==> src/rtl/avalon_arb_pkg.sv <==
// Shared widths and lock-FSM state type for the Avalon-MM arbiter.
//   ADDR_W      : slave word address width
//   DATA_W      : slave data width
//   arbState_t  : lock FSM states (IDLE = open arbitration, LOCKED = owner only)
package avalon_arb_pkg;

    localparam int unsigned ADDR_W = 2;
    localparam int unsigned DATA_W = 32;

    typedef enum logic {
        IDLE   = 1'b0,
        LOCKED = 1'b1
    } arbState_t;

endpackage

==> src/rtl/rr_grant.sv <==
// One-hot round-robin picker: the first requester after ptr (mod N) wins.
//   req   : request vector
//   ptr   : index of the last granted requester
//   grant : one-hot grant, zero when nobody requests
//   idx   : binary index of the granted requester (0 when none)
//   valid : a grant was issued
module rr_grant #(
    parameter int unsigned N     = 2,
    parameter int unsigned IDX_W = $clog2(N)
) (
    input  logic [N-1:0]     req,
    input  logic [IDX_W-1:0] ptr,
    output logic [N-1:0]     grant,
    output logic [IDX_W-1:0] idx,
    output logic             valid
);

    int unsigned cand;

    // Scan ptr+1 .. ptr+N so the previous winner has the lowest priority
    always_comb begin
        grant = '0;
        idx   = '0;
        valid = 1'b0;
        cand  = 0;
        for (int unsigned k = 1; k <= N; k++) begin
            cand = (32'(ptr) + k) % N;
            if (!valid && req[cand]) begin
                valid = 1'b1;
                idx   = IDX_W'(cand);
            end
        end
        if (valid) begin
            grant[idx] = 1'b1;
        end
    end

endmodule

==> src/rtl/avalon_arbiter.sv <==
// Round-robin arbiter sharing one Avalon-MM slave port (1-cycle read latency)
// between NUM_MASTERS requesters, with per-master lock for atomic sequences.
//   clk, resetN          : clock, asynchronous active-low reset
//   mRead/mWrite         : per-master strobes (write wins if both set)
//   mAddress/mDataIn     : per-master address and write data
//   mLock                : hold grant across consecutive transfers
//   mWaitRequest         : request not accepted this cycle (combinational)
//   mReadValid/mDataOut  : read return, routed to the issuing master
//   sRead/sWrite/...     : muxed request to the slave (combinational)
//   sReadValid/sDataIn   : slave read return
//   sIrq/irq             : interrupt passthrough
module avalon_arbiter
    import avalon_arb_pkg::*;
#(
    parameter int unsigned NUM_MASTERS  = 2,
    parameter int unsigned LOCK_TIMEOUT = 16
) (
    input  logic                                clk,
    input  logic                                resetN,
    input  logic [NUM_MASTERS-1:0]              mRead,
    input  logic [NUM_MASTERS-1:0]              mWrite,
    input  logic [NUM_MASTERS-1:0][ADDR_W-1:0]  mAddress,
    input  logic [NUM_MASTERS-1:0][DATA_W-1:0]  mDataIn,
    input  logic [NUM_MASTERS-1:0]              mLock,
    output logic [NUM_MASTERS-1:0]              mWaitRequest,
    output logic [NUM_MASTERS-1:0]              mReadValid,
    output logic [DATA_W-1:0]                   mDataOut,
    output logic                                sRead,
    output logic                                sWrite,
    output logic [ADDR_W-1:0]                   sAddress,
    output logic [DATA_W-1:0]                   sDataOut,
    input  logic                                sReadValid,
    input  logic [DATA_W-1:0]                   sDataIn,
    input  logic                                sIrq,
    output logic                                irq
);

    localparam int unsigned IDX_W = $clog2(NUM_MASTERS);
    localparam int unsigned CNT_W = $clog2(LOCK_TIMEOUT + 1);

    arbState_t          state,       stateNext;
    logic [IDX_W-1:0]   ptr,         ptrNext;
    logic [IDX_W-1:0]   lockOwner,   lockOwnerNext;
    logic [CNT_W-1:0]   idleCnt,     idleCntNext;
    logic               lockTimeout, lockTimeoutNext;
    logic               rdPending,   rdPendingNext;
    logic [IDX_W-1:0]   rdOwner,     rdOwnerNext;

    logic [NUM_MASTERS-1:0] req;
    logic [NUM_MASTERS-1:0] ownerMask;
    logic [NUM_MASTERS-1:0] eligible;
    logic [NUM_MASTERS-1:0] grant;
    logic [IDX_W-1:0]       grantIdx;
    logic                   grantValid;
    logic                   ownerReq;
    logic                   ownerLock;
    logic [CNT_W-1:0]       idleInc;

    assign req = mRead | mWrite;

    // While locked, only the owner's request reaches the picker
    always_comb begin
        ownerMask            = '0;
        ownerMask[lockOwner] = 1'b1;
        eligible             = (state == LOCKED) ? (req & ownerMask) : req;
    end

    rr_grant #(
        .N     (NUM_MASTERS),
        .IDX_W (IDX_W)
    ) u_rr_grant (
        .req   (eligible),
        .ptr   (ptr),
        .grant (grant),
        .idx   (grantIdx),
        .valid (grantValid)
    );

    assign mWaitRequest = req & ~grant;
    assign irq          = sIrq;

    // Slave request mux; write takes precedence over a simultaneous read
    always_comb begin
        sRead    = 1'b0;
        sWrite   = 1'b0;
        sAddress = '0;
        sDataOut = '0;
        if (grantValid) begin
            sWrite   = mWrite[grantIdx];
            sRead    = mRead[grantIdx] & ~mWrite[grantIdx];
            sAddress = mAddress[grantIdx];
            sDataOut = mDataIn[grantIdx];
        end
    end

    // Read return routed to whoever issued the read one cycle earlier
    always_comb begin
        mReadValid          = '0;
        mReadValid[rdOwner] = sReadValid & rdPending;
        mDataOut            = sDataIn;
    end

    assign ownerReq  = req[lockOwner];
    assign ownerLock = mLock[lockOwner];
    assign idleInc   = (idleCnt == CNT_W'(LOCK_TIMEOUT)) ? idleCnt : idleCnt + CNT_W'(1);

    // Next-state: pointer, read pipeline and lock FSM
    always_comb begin
        stateNext       = state;
        ptrNext         = ptr;
        lockOwnerNext   = lockOwner;
        idleCntNext     = idleCnt;
        lockTimeoutNext = 1'b0;
        rdPendingNext   = sRead;
        rdOwnerNext     = rdOwner;

        if (grantValid) begin
            ptrNext = grantIdx;
        end
        if (sRead) begin
            rdOwnerNext = grantIdx;
        end

        case (state)
            IDLE: begin
                if (grantValid && mLock[grantIdx]) begin
                    stateNext     = LOCKED;
                    lockOwnerNext = grantIdx;
                    idleCntNext   = '0;
                end
            end
            LOCKED: begin
                if (ownerReq) begin
                    // Owner is the only eligible requester, so it is granted
                    idleCntNext = '0;
                    if (!ownerLock) begin
                        stateNext = IDLE;
                    end
                end else if (!ownerLock) begin
                    stateNext   = IDLE;
                    idleCntNext = '0;
                end else if (idleInc == CNT_W'(LOCK_TIMEOUT)) begin
                    // Forced release on the LOCK_TIMEOUT-th idle cycle
                    stateNext       = IDLE;
                    idleCntNext     = '0;
                    lockTimeoutNext = 1'b1;
                end else begin
                    idleCntNext = idleInc;
                end
            end
            default: begin
                stateNext = IDLE;
            end
        endcase
    end

    // State registers
    always_ff @(posedge clk or negedge resetN) begin
        if (!resetN) begin
            state       <= IDLE;
            ptr         <= IDX_W'(NUM_MASTERS - 1);
            lockOwner   <= '0;
            idleCnt     <= '0;
            lockTimeout <= 1'b0;
            rdPending   <= 1'b0;
            rdOwner     <= '0;
        end else begin
            state       <= stateNext;
            ptr         <= ptrNext;
            lockOwner   <= lockOwnerNext;
            idleCnt     <= idleCntNext;
            lockTimeout <= lockTimeoutNext;
            rdPending   <= rdPendingNext;
            rdOwner     <= rdOwnerNext;
        end
    end

endmodule

==> config.mk <==
export PLATFORM = sky130hd
export DESIGN_NAME = avalon_arbiter
export DESIGN_NICKNAME = d
export VERILOG_FILES = /design/src/rtl/avalon_arb_pkg.sv /design/src/rtl/rr_grant.sv /design/src/rtl/avalon_arbiter.sv
export SDC_FILE = /design/constraint.sdc
export NUM_CORES = 1
export LEC_CHECK = 0
export CAP_MARGIN = 20
export CELL_PAD_IN_SITES_DETAIL_PLACEMENT = 0
export CELL_PAD_IN_SITES_GLOBAL_PLACEMENT = 1
export CORE_ASPECT_RATIO = 2
export CORE_MARGIN = 2
export CORE_UTILIZATION = 15
export CTS_CLUSTER_DIAMETER = 150
export DETAILED_ROUTE_END_ITERATION = 6
export PLACE_DENSITY_LB_ADDON = 0.05
export SYNTH_ARGS = -nofsm -noshare
export SYNTH_HDL_FRONTEND = slang
export SYNTH_SLANG_ARGS = --single-unit
==> constraint.sdc <==
create_clock -name clk -period 2.8 [get_ports clk]
set_input_delay 0.56 -clock clk [delete_from_list [all_inputs] [get_ports clk]]
set_output_delay 0.56 -clock clk [all_outputs]
set_load 0.05 [all_outputs]
==> Slide: Implementation Results, run 1 <==
Key Metrics from the Run

Run status
  – Status: finished clean

Yosys
  – Synth area leader: a22o_1
  – EDFF count, synth: 0
  – Synth Area per Inst: 8.46 um2
  – Compound Share, Synth: 37.4%
  – Adder-Cell Fraction of Synth Area: 1.87%
  – Post-synth mux share: 1.59%
  – Distinct lib cells: 41

Finish
  – Largest register FFs: 5
  – Register with the most flip-flops: idleCnt
  – FF/Latch Area: 251 um2
  – Most common logic cells in the final layout: clkdlybuf4s50_1 (72), buf_12 (38), a22o_1 (34), buf_4 (17)
  – Biggest Area Class: non-clock buffers

Global routing
  – First-pass GRT wire length: 9910 um
  – Met1 usage: 13.6%
  – Number of global-route vias before repair: 1737
  – Global routing usage on met3: 4.54%

Routing
  – Detail Route Antenna Nets: 0
  – Via-to-Cell Ratio: 4.56
  – DR top layer: met4
  – Via count: 1611
  – Met2 Routed Length: 3600 um

Die
  – Tap cells: 100
  – Die Size: 0.00973 mm2

Pwr
  – Largest Pwr Group: combinational cells
  – Worst IR drop on VDD: 460 uV
  – Power per cell area: 1240 mW/mm2
  – Sequential power share: 7.1%

Clock network
  – CTS-repair resized insts: 13
  – CTS Sinks: 10
  – Hold buffer count at CTS: 0
  – CTS tree: yes
  – Worst skew pair latency: 0.24 ns

STA
  – Endpoints failing hold: 0
  – RSZ-0062 raised after global routing: no
  – Setup TNS: 0 ns

Setup path
  – Reg-to-Reg Start: idleCnt[0]
  – Delay-heaviest family, CP: buffers and inverters
  – CP endpoint: sDataOut[17]
  – Cell Chain, Critical Path: dlygate4sd2_1, or2_4, a311oi_4, buf_4, buf_6, a22o_1, buf_12

Placement
  – HPWL Detailed: 5370 um
  – PortBufs: 116
  – Post-place setup slack: -0.124 ns

Hold path
  – Hold Crit Endpoint: rdOwner
  – Hold WC Path Type: flip-flop to flip-flop
run_1/sizes.png
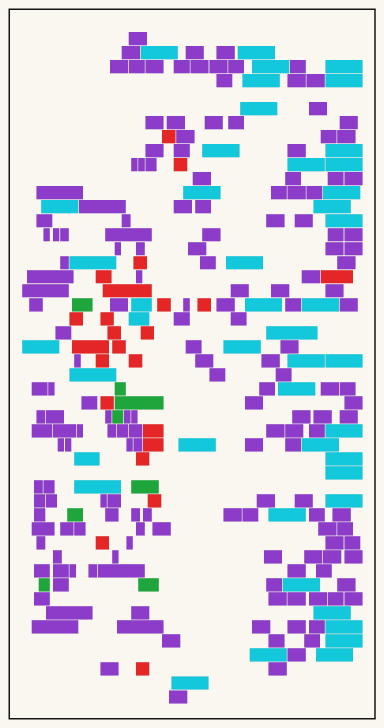
Red is _3 and _4 cells, cells 23, share 9.1%. Green is _2 cells, cells 8, share 3.2%. Cyan is _6 and larger, cells 45, share 18%. Purple is _0 and _1 cells, cells 177, share 70%.
Finished Cell Area: 0.00296 mm2
Worst Slack Setup Final: 0.133 ns

run_1/placement.png
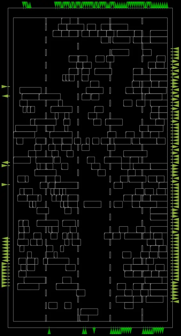
Non-Filler Instances: 353
core box area: 0.00865 mm2

run_1/wires.png
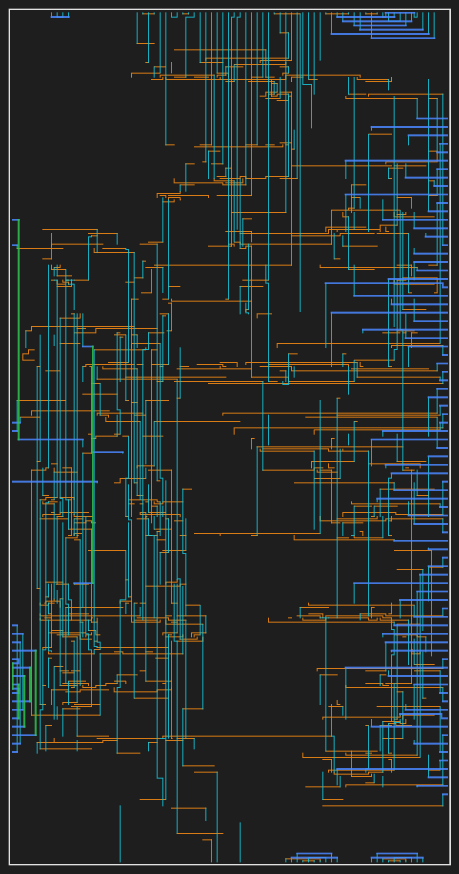
Blue is metal 3, wire length 657 um. Cyan is metal 2, wire length 3600 um. Orange is metal 1, wire length 2270 um. Green is metal 4, wire length 110 um.
Tot GR Track Use: 13.4%
drt total wl: 6640 um

run_1/io_fan.png
Scale bar: 20 um.
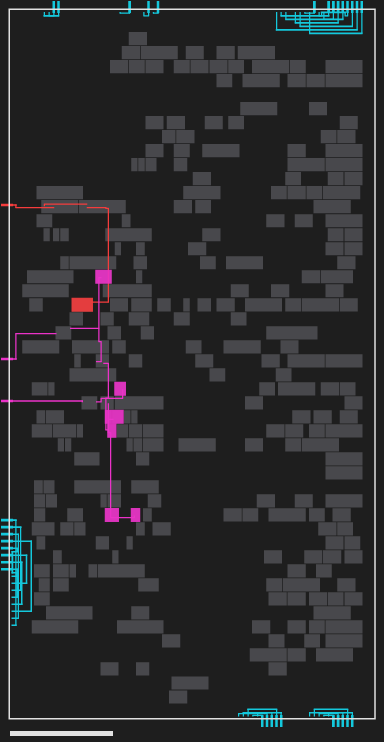

## Run 2: what changed since run 1
--- a/config.mk
+++ b/config.mk
@@ -5,15 +5,14 @@
 export SDC_FILE = /design/constraint.sdc
 export NUM_CORES = 1
 export LEC_CHECK = 0
-export CAP_MARGIN = 20
 export CELL_PAD_IN_SITES_DETAIL_PLACEMENT = 0
 export CELL_PAD_IN_SITES_GLOBAL_PLACEMENT = 1
 export CORE_ASPECT_RATIO = 2
-export CORE_MARGIN = 2
 export CORE_UTILIZATION = 15
 export CTS_CLUSTER_DIAMETER = 150
 export DETAILED_ROUTE_END_ITERATION = 6
 export PLACE_DENSITY_LB_ADDON = 0.05
+export SKIP_LAST_GASP = 1
 export SYNTH_ARGS = -nofsm -noshare
 export SYNTH_HDL_FRONTEND = slang
 export SYNTH_SLANG_ARGS = --single-unit
run_2/io_fan.png
Scale bar: 20 um.
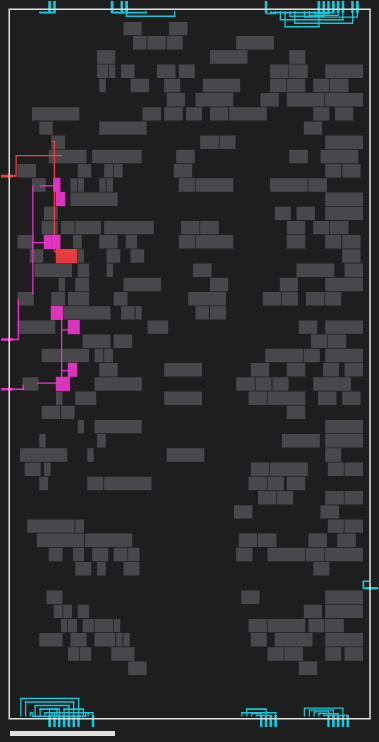
Cyan is mDataOut, bits 32, direction output, edge 17 bottom, 14 top, 1 right, end cells 0, buffers 0, wire 254 um. Red is sRead, bits 1, direction output, edge left, end cells 1, buffers 1, wire 38.6 um. Magenta is mRead, bits 2, direction input, edge left, end cells 7, buffers 3, wire 63.2 um.
I/O pins: 183
PortBufs: 116

run_2/placement.png
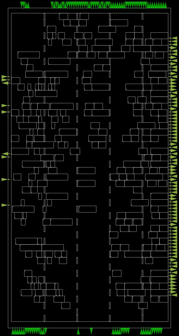
Rows: 48
tap cells: 100
sequential cell area share: 8.56%

==> run 2 against run 1 <==
  * Via count up 1.7%
  * Register-to-register slack worse by 0.05 ns
  * First-iteration DRC count up 50%
  * Clock skew down 0.0031 ns
  * Critical path depth down 1
  * Highest routed layer unchanged
==> Slide: Implementation Results, run 2 <==
Key Metrics from the Run

Run status
  – Status: finished clean (unchanged)

Clock network
  – CTS Sinks: 10 (unchanged)
  – Worst skew pair latency: 0.24 ns (about the same)
  – Hold buffer count at CTS: 0 (unchanged)
  – CTS-repair resized insts: 8 (was 13)
  – CTS tree: yes (unchanged)

Routing
  – Via-to-Cell Ratio: 4.67 (was 4.56)
  – Detail Route Antenna Nets: 0 (unchanged)
  – Met2 Routed Length: 3450 um (was 3600 um)
  – DR top layer: met4 (unchanged)

Finish
  – Register with the most flip-flops: idleCnt (unchanged)
  – Finished Cell Area: 0.00294 mm2 (was 0.00296 mm2)
  – Number of fill cells: 894 (was 896)
  – Biggest Area Class: non-clock buffers (unchanged)
  – Area Growth Syn to Fin: 120% (was 122%)
  – Non-Filler Instances: 351 (was 353)
  – Most common logic cells in the final layout: clkdlybuf4s50_1 (72), buf_12 (40), a22o_1 (35), buf_4 (15) (was clkdlybuf4s50_1 (72), buf_12 (38), a22o_1 (34), buf_4 (17))
  – FF/Latch Area: 251 um2 (unchanged)
  – Commonest Layout Cell: clkdlybuf4s50_1 (unchanged)
  – Largest register FFs: 5 (unchanged)

STA
  – Worst Slack Setup Final: 0.147 ns (was 0.133 ns)
  – RSZ-0062 raised after global routing: no (unchanged)
  – Setup TNS: 0 ns (unchanged)
  – Endpoints failing hold: 0 (unchanged)

Placement
  – HPWL Detailed: 5180 um (was 5370 um)
  – Post-place setup slack: -0.117 ns (was -0.124 ns)

Global routing
  – Met1 usage: 9.78% (was 13.6%)
  – Number of global-route vias before repair: 1613 (was 1737)
  – Initial antenna violation count: 0 (unchanged)
  – First-pass GRT wire length: 8560 um (was 9910 um)
  – Global routing usage on met3: 5.56% (was 4.54%)

Setup path
  – Slowest stage delay, CP: 0.31 ns (was 0.28 ns)
  – CP endpoint: sRead (was sDataOut[17])
  – Critical Path Stages: 6 (was 7)
  – Reg-to-Reg Start: idleCnt[0] (unchanged)
  – Cell Chain, Critical Path: dlygate4sd2_1, or2_4, a311oi_4, mux2i_1, o221a_2, buf_12 (was dlygate4sd2_1, or2_4, a311oi_4, buf_4, buf_6, a22o_1, buf_12)
  – Reg2reg end: state (unchanged)

Yosys
  – Post-synth mux share: 1.59% (unchanged)
  – Syn nets: 270 (unchanged)
  – EDFF count, synth: 0 (unchanged)
  – Compound Share, Synth: 37.4% (unchanged)
  – Synth Area per Inst: 8.46 um2 (unchanged)
  – Synth area leader: a22o_1 (unchanged)
  – Distinct lib cells: 41 (unchanged)

Pwr
  – Power per cell area: 1240 mW/mm2 (about the same)
  – Sequential power share: 7.3% (was 7.1%)
  – Largest Pwr Group: combinational cells (unchanged)

Hold path
  – Hold WC Path Type: flip-flop to flip-flop (unchanged)
  – Hold Crit Endpoint: ptr (was rdOwner)

Die
  – Core box area: 0.00865 mm2 (unchanged)
run_2/sizes.png
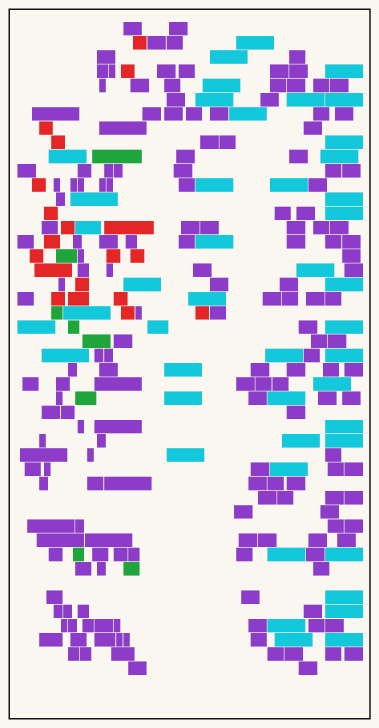

## Run 3: what changed since run 2
--- a/config.mk
+++ b/config.mk
@@ -5,6 +5,7 @@
 export SDC_FILE = /design/constraint.sdc
 export NUM_CORES = 1
 export LEC_CHECK = 0
+export ABC_CLOCK_PERIOD_IN_PS = 2800
 export CELL_PAD_IN_SITES_DETAIL_PLACEMENT = 0
 export CELL_PAD_IN_SITES_GLOBAL_PLACEMENT = 1
 export CORE_ASPECT_RATIO = 2
@@ -12,7 +13,9 @@
 export CTS_CLUSTER_DIAMETER = 150
 export DETAILED_ROUTE_END_ITERATION = 6
 export PLACE_DENSITY_LB_ADDON = 0.05
+export REMOVE_ABC_BUFFERS = 1
 export SKIP_LAST_GASP = 1
+export SLEW_MARGIN = 20
 export SYNTH_ARGS = -nofsm -noshare
 export SYNTH_HDL_FRONTEND = slang
 export SYNTH_SLANG_ARGS = --single-unit
run_3/sizes.png
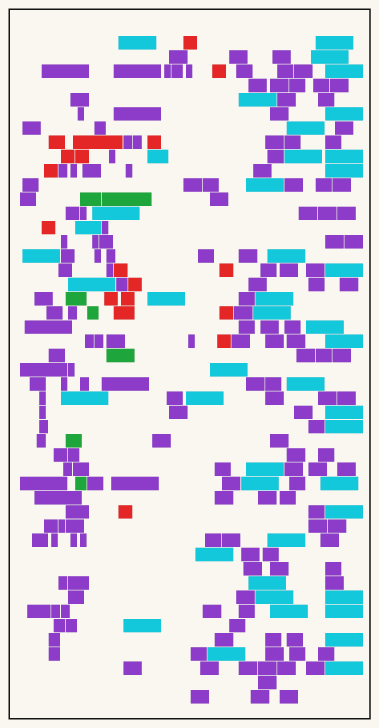
Purple is _0 and _1 cells, cells 181, share 72%. Red is _3 and _4 cells, cells 18, share 7.2%. Cyan is _6 and larger, cells 44, share 18%. Green is _2 cells, cells 7, share 2.8%.
Worst Slack Setup Final: 0.168 ns
Area Growth Syn to Fin: 117%
Finished Cell Area: 0.00290 mm2
Non-CTS buffers: 131

==> run 3 against run 2 <==
  * Combinational power is essentially flat
  * Die area did not move
  * Register-to-register slack barely moved
  * Power is 0.73% lower
  * Synthesized cell count stayed put
  * First-iteration DRC count rose by 64%
  * Setup slack better by 0.020 ns
  * Critical endpoint is now sDataOut[24]
==> Slide: Implementation Results, run 3 <==
Key Metrics from the Run

Finish
  – Sequential cell area share: 8.66% (was 8.56%)
  – Number of fill cells: 905 (was 894)
  – Largest register FFs: 5 (unchanged)
  – Register with the most flip-flops: idleCnt (unchanged)
  – Biggest Area Class: non-clock buffers (unchanged)
  – FF/Latch Area: 251 um2 (unchanged)

Yosys
  – Compound Share, Synth: 37.4% (unchanged)
  – Synth area leader: a22o_1 (unchanged)
  – Post-synth mux share: 1.59% (unchanged)

Run status
  – Status: finished clean (unchanged)

Global routing
  – Number of global-route vias before repair: 1609 (was 1613)
  – First-pass GRT wire length: 10200 um (was 8560 um)

Setup path
  – Delay-heaviest family, CP: buffers and inverters (was AND-OR/OR-AND gates)
  – Critical Path Stages: 7 (was 6)
  – Cell Chain, Critical Path: dlygate4sd2_1, or2_4, a311oi_4, buf_6, buf_12, a22o_1, buf_12 (was dlygate4sd2_1, or2_4, a311oi_4, mux2i_1, o221a_2, buf_12)
  – Reg2reg end: state (unchanged)

Routing
  – Via-to-Cell Ratio: 4.72 (was 4.67)
  – Met2 Routed Length: 3800 um (was 3450 um)
  – DR top layer: met5 (was met4)

Hold path
  – Hold Crit Endpoint: rdOwner (was ptr)

Placement
  – Post-place setup slack: -0.113 ns (was -0.117 ns)
  – PortBufs: 116 (unchanged)

STA
  – RSZ-0062 raised after global routing: no (unchanged)

Clock network
  – Worst skew pair latency: 0.24 ns (about the same)
  – CTS Sinks: 10 (unchanged)

Pwr
  – Power per cell area: 1240 mW/mm2 (about the same)

Die
  – Core box area: 0.00865 mm2 (unchanged)
  – Rows: 48 (unchanged)
run_3/wires.png
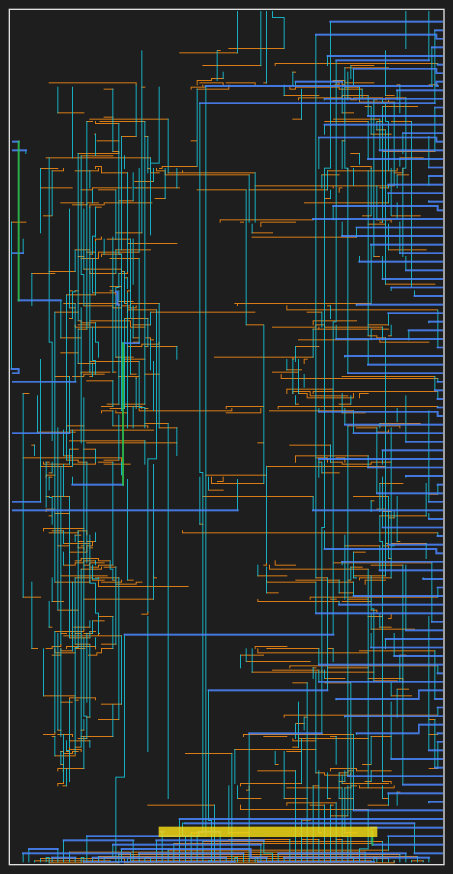
Cyan is metal 2, wire length 3800 um. Orange is metal 1, wire length 2570 um. Yellow is metal 5, wire length 33.1 um. Green is metal 4, wire length 49.6 um. Blue is metal 3, wire length 1470 um.
Tot GR Track Use: 16.0%
drt total wl: 7920 um
via count: 1655
wire length per cell: 22.6 um

Power is estimated from default activity; no workload was simulated.
